## src/rtl/sqr6_pkg.sv

```systemverilog
// Shared widths and state encoding for the sum-of-squares frame accumulator.
package sqr6_pkg;

  localparam int unsigned SQ_W      = 12;
  localparam int unsigned ACC_W_DEF = 18;
  localparam int unsigned CNT_W     = 7;

  typedef enum logic {
    ACC = 1'b0,
    OUT = 1'b1
  } state_e;

endpackage

```

## src/rtl/sqr6_frame_acc.sv

```systemverilog
// Accumulates squarer results into frames of FRAME_LEN samples (or fewer on
// flush) and presents the frame sum and sample count over a valid/ready port.
module sqr6_frame_acc
  import sqr6_pkg::*;
#(
  parameter int unsigned FRAME_LEN = 16,
  parameter int unsigned ACC_W     = ACC_W_DEF
) (
  input  logic             clk,
  input  logic             rst,
  input  logic             in_valid,
  output logic             in_ready,
  input  logic [SQ_W-1:0]  sq_in,
  input  logic             flush,
  output logic             out_valid,
  input  logic             out_ready,
  output logic [ACC_W-1:0] out_sum,
  output logic [CNT_W-1:0] out_cnt,
  output logic             err_bit1
);

  state_e             state_q;
  logic [ACC_W-1:0]   acc_q, acc_d;
  logic [CNT_W-1:0]   cnt_q, cnt_d;
  logic [ACC_W-1:0]   out_sum_q;
  logic [CNT_W-1:0]   out_cnt_q;
  logic               err_q;
  logic               bubble_q;
  logic               accept;
  logic               frame_full;

  // bubble_q holds off input for the one cycle after a result handoff
  assign in_ready  = (state_q == ACC) && !bubble_q;
  assign out_valid = (state_q == OUT);
  assign out_sum   = out_sum_q;
  assign out_cnt   = out_cnt_q;
  assign err_bit1  = err_q;

  always_comb begin
    accept     = in_valid && in_ready;
    acc_d      = acc_q + ACC_W'(sq_in);
    cnt_d      = cnt_q + 1'b1;
    frame_full = accept && (cnt_d == CNT_W'(FRAME_LEN));
  end

  always_ff @(posedge clk) begin
    if (rst) begin
      state_q   <= ACC;
      acc_q     <= '0;
      cnt_q     <= '0;
      out_sum_q <= '0;
      out_cnt_q <= '0;
      err_q     <= 1'b0;
      bubble_q  <= 1'b0;
    end else begin
      bubble_q <= 1'b0;
      if (accept && sq_in[1]) begin
        err_q <= 1'b1;
      end
      unique case (state_q)
        ACC: begin
          if (accept) begin
            if (frame_full || flush) begin
              out_sum_q <= acc_d;
              out_cnt_q <= cnt_d;
              state_q   <= OUT;
            end else begin
              acc_q <= acc_d;
              cnt_q <= cnt_d;
            end
          end else if (flush && (cnt_q != '0)) begin
            out_sum_q <= acc_q;
            out_cnt_q <= cnt_q;
            state_q   <= OUT;
          end
        end
        OUT: begin
          // partial accumulator is cleared at handoff, not at frame close
          if (out_ready) begin
            state_q  <= ACC;
            acc_q    <= '0;
            cnt_q    <= '0;
            bubble_q <= 1'b1;
          end
        end
      endcase
    end
  end

endmodule

```

## config.mk

```make
export PLATFORM = sky130hd
export DESIGN_NAME = sqr6_frame_acc
export DESIGN_NICKNAME = d
export VERILOG_FILES = /design/src/rtl/sqr6_pkg.sv /design/src/rtl/sqr6_frame_acc.sv
export SDC_FILE = /design/constraint.sdc
export NUM_CORES = 1
export LEC_CHECK = 0
export ABC_AREA = 1
export CORE_MARGIN = 3
export CORE_UTILIZATION = 48
export CTS_CLUSTER_SIZE = 25
export DETAILED_ROUTE_END_ITERATION = 12
export GPL_ROUTABILITY_DRIVEN = 0
export PLACE_DENSITY = 0.7
export SYNTH_ARGS = -nofsm -noshare
export SYNTH_HDL_FRONTEND = slang
export SYNTH_SLANG_ARGS = --single-unit
```

## constraint.sdc

```tcl
create_clock -name clk -period 2.63 [get_ports clk]
set_input_delay 0.789 -clock clk [delete_from_list [all_inputs] [get_ports clk]]
set_output_delay 0.789 -clock clk [all_outputs]
set_load 0.05 [all_outputs]
```

==> summary.txt <==
Implementation results

The end-of-flow timing check tallies setup violations at 0. The critical path's slowest stage uses the library cell sky130_fd_sc_hd__clkdlybuf4s50_1. The sum of met3 wire segment lengths after detailed routing is 538 um. The critical-path maximum fanout is 4.

Nets still carrying antenna violations after routing amount to 0. By count the netlist is led by sky130_fd_sc_hd__nand2_1, sky130_fd_sc_hd__nor2_1, sky130_fd_sc_hd__inv_1. The number of gates resized after CTS was 0. The final instance area is around 0.0042 sq mm. For this run, asynchronously set or reset flops after synthesis account for 0%.

The initialized floorplan defines 29 standard-cell rows. The number of clock buffers in the layout is 7. The report counts max-capacitance violations totalling 0. The post-placement setup slack is -0.3251 ns. According to the tapcell log, the count of inserted taps is 93. The top cell type's share of synthesized area is 31.64%. The cell with the most instances after synthesis is sky130_fd_sc_hd__nand2_1. For reference, the mux area share after synthesis is 0.2985%. After routing, the total negative slack on setup checks comes to 0 ns. Looking at the reg2reg group, the worst path ends at out_sum[5]$_SDFFE_PP0P_. The share of the yosys chip area belonging to registers is between 30% and 40%. The tool warning count for the run is 28. By instance count after routing, the leading logic cell types are sky130_fd_sc_hd__nand2_1, sky130_fd_sc_hd__nor2_1, sky130_fd_sc_hd__inv_1.

The signal on the critical path passes through clkdlybuf4s50_1 -> ha_1 -> inv_1 -> fa_2 -> nand3b_1 -> nand2_2 -> nand2_1 -> nand2_2 -> nand2_1 -> nand2_1 -> nand2_1 -> nand2_1 -> nor2_1 -> nor2_1 -> nor2_1. Per STA, the library cell used most along the worst path is sky130_fd_sc_hd__nand2_1. The cell accounting for the most synthesized area is sky130_fd_sc_hd__dfxtp_1. Per the post-synthesis report, the nets total 568. The worst register-to-register path depth is 13.

The multi-input combinational cells in the finished layout cover a total of 0.001954 sq mm. Together, buffers and inverters on the worst path number 2. The number of clock sinks is 53.

The share of power burned in combinational logic is 35.9%. In the final layout, excluding clock buffers the buffer count is 85. The highest clock rate this design can be run at is between 400 and 500 MHz. The number of port buffers is 44. The synthesized area per cell is 6.268 sq um. The minimum setup slack among reg-to-reg paths is 0.48 ns.

The count of cells in the finished layout, fillers not included, comes to 699. The number of clock buffers added by TritonCTS is 5. The routed wirelength on the met1 layer is recorded as 4334 um. The number of synthesized flops with an enable pin is 0.

The combinational power reported by the tool is around 0.79 mW. The top layer used by detailed routing is met4. Sorting the synthesized cells by area gives the leading types as sky130_fd_sc_hd__dfxtp_1, sky130_fd_sc_hd__nand2_1, sky130_fd_sc_hd__nand3_1. The worst-case max-slew headroom was logged as 66.14%. The reported net switching power is 0.8114 mW.

Summed over all nets, wire length on met2 after detailed routing comes to 4117 um. The global-route wire length before repair is around 15,000 um. Clock network power for this build is 0.512 mW. The area of all sequential standard cells is 0.001061 sq mm.

In this run, the synthesized area fraction spent on xor and xnor cells is recorded as 2.612%. The total number of sequential cells is roughly 53. The areal power density over the cells is roughly 520 mW/mm^2. The number of global-route vias before repair came to 3,198. The initial antenna violation count is 0.

For this configuration, the core starts out at a cell density of 51.06%. The number of buffers added to fix hold violations after cts is 0. The share of final layout cell area taken by clock buffers and inverters is approximately 2.4%. In the final run the clock tree shows a worst skew of 0.01191 ns.

The largest cell class by area is combinational gates. In this run the vertical extent of the chip is 89.58 um. The via-per-instance ratio is roughly 5.1.

The yosys stat cell total is 535. The analysis reports a worst IR drop on VDD of about 0.23 mV. The run finished with clean final reports. The sequential power reported by the tool is 0.907 mW. The violation count after the first detailed-routing iteration is 197. The compound-gate portion of the synthesized area is around a tenth. The clock transition at the registers of the reported paths is 0.10 ns. The sort of element at the start of the critical path is an input pin. The met1 track utilization from global routing is roughly 34%. According to the timing report, the data required time at the worst endpoint equals 2.85 ns. The fraction of area in multi-input gates is 46.27%.

Among logic cells in the layout, the one with the most instances is sky130_fd_sc_hd__nand2_1. According to the finish report, the design has a final net count of 638. The die footprint is 0.008025 sq mm. The count of non-CTS inverters in the layout is ~58. The top flip-flop cell by instance count after synthesis is sky130_fd_sc_hd__dfxtp_1. For this run, the slowest stage of the critical path takes 0.47 ns. The post-layout worst setup margin is 0.1538 ns. Per report_power, the sequential group accounts for 41.0% of the total.

The launch point of the worst min-delay path is recorded as out_cnt[3]$_SDFFE_PP0P_. The number of library cell types mapped by synthesis is 31. For this run, combinational gates with multiple inputs come to 402. The number of antenna diodes in the final layout is 0. STA reports the tightest min-delay check as being of type reg -> reg. For this run, design rule violations remaining after detail routing come to 0.

The clock network burns between 20% and 30% of the power. Post-CTS timing repair inserted 0 buffers for setup. For this run, the total global-route usage over all layers was measured as 23.94%. From left edge to right edge, the die measures around 90 um. In this run, the synthesized area fraction spent on and/or/nand/nor cells is recorded as roughly two fifths. The post-route netlist has 11.06% of its cells at a drive strength greater than 1. The internal power of the cells totals 1.400 mW. The reg-to-reg startpoint is cnt_q[1]$_SDFFE_PP0P_. The number of warnings reported in the yosys synthesis log is 0.

Counting pins that exceed their max-slew limit in the final report gives 0. The capturing instance or port of the critical path is out_sum[14]$_SDFFE_PP0P_. The netlist area before placement is approximately 0.0034 sq mm. The final global-route overflow total is 0.

45 I/O pins were placed. The layout report lists the non-clock buffer share of cell area as 18.31%. The fraction of power spent switching nets is a little under two fifths. The main logic family after synthesis is simple AND/OR/NAND/NOR gates. The area of the core is 0.006568 sq mm. The synthesized design contains 53 register bits. The total number of H-tree levels is 2.

In the synthesized netlist, the number of instances is 535. The maximum buffer depth of the clock tree is 2. Per the final timing report, the hold violations number 0. The minimum clock period is 2.476 ns. The power consumption is 2.212 mW.

The static power due to leakage is 1.975 nW. The critical path depth is 15. The largest delay contributor family on the critical path is simple AND/OR/NAND/NOR gates. The group that draws the most power in this run is sequential cells. After synthesis, the chip area reported by Yosys is 0.003353 sq mm. The arrival time reported for the critical path endpoint is 2.70 ns. The busiest layer in global routing is met2. CTS placed an instance of sky130_fd_sc_hd__clkbuf_8 at the clock tree root. The layout report gives the register share of total cell area as 25.12%. In the placement report, post-DP HPWL is listed as 6923 um. STA classifies the critical path endpoint as a register.

The total iterations of the first detailed-routing run is 5. Entering global routing, the biggest net connects 27 pins. Including well taps, the total number of placed cells is 690.
-- worst min path at each step --
stage                     cells after the start  slack, ns                 endpoint
after floorplan                               2       0.47    acc_q[7]$_SDFFE_PP0P_
after global placement                        1       0.46    err_bit1$_SDFFE_PP0P_
after detailed placement                      2       0.47  out_cnt[6]$_SDFFE_PP0P_
after CTS                                     2       0.49  out_cnt[1]$_SDFFE_PP0P_
after global routing                          2       0.50  out_sum[3]$_SDFFE_PP0P_
final                                         2       0.49  out_cnt[3]$_SDFFE_PP0P_
-- registers in the layout, summed over array words and instances (netlist names) --
name       count
acc_q         18
out_sum       18
cnt_q          7
out_cnt        7
bubble_q       1
err_bit1       1
out_valid      1
**Metal 1**

Scale bar: 20 um.
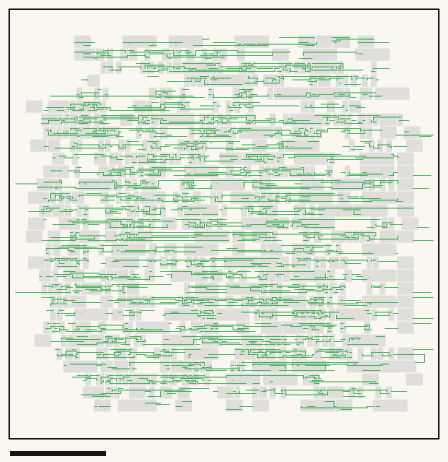
The wires run mostly horizontal. The layer holds 47% of the routed length. The layer carries 4,330 um of wire. 590 nets have wire on it.

**Signal wires on met2**

Scale bar: 20 um.
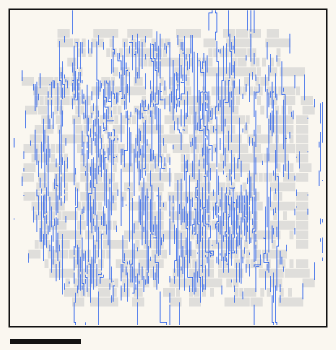
The longest straight run is 36.0 um. The wires run mostly vertical.
Vias: 3,534
met2 track demand over resource in global routing: 36.77%
final WL: 9148 um

**The metal 3 layer**

Scale bar: 20 um.
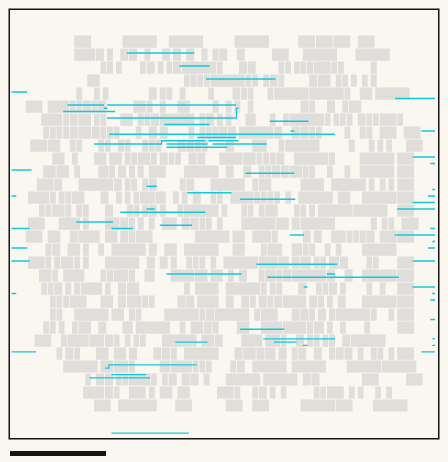
The layer carries 538 um of wire. The longest straight run is 46.9 um. The wires run mostly horizontal. 57 nets have wire on it. The layer holds 5.9% of the routed length.
GR Util met3: 3.832%

**Congestion heat map**

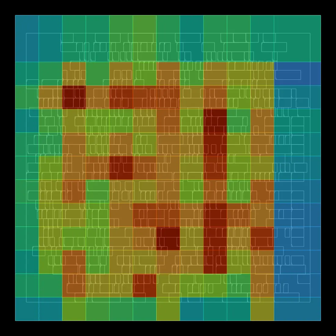
post-route core utilization: 64.32%
routed length per placed instance: 13.09 um

Power and IR drop assume default switching activity.
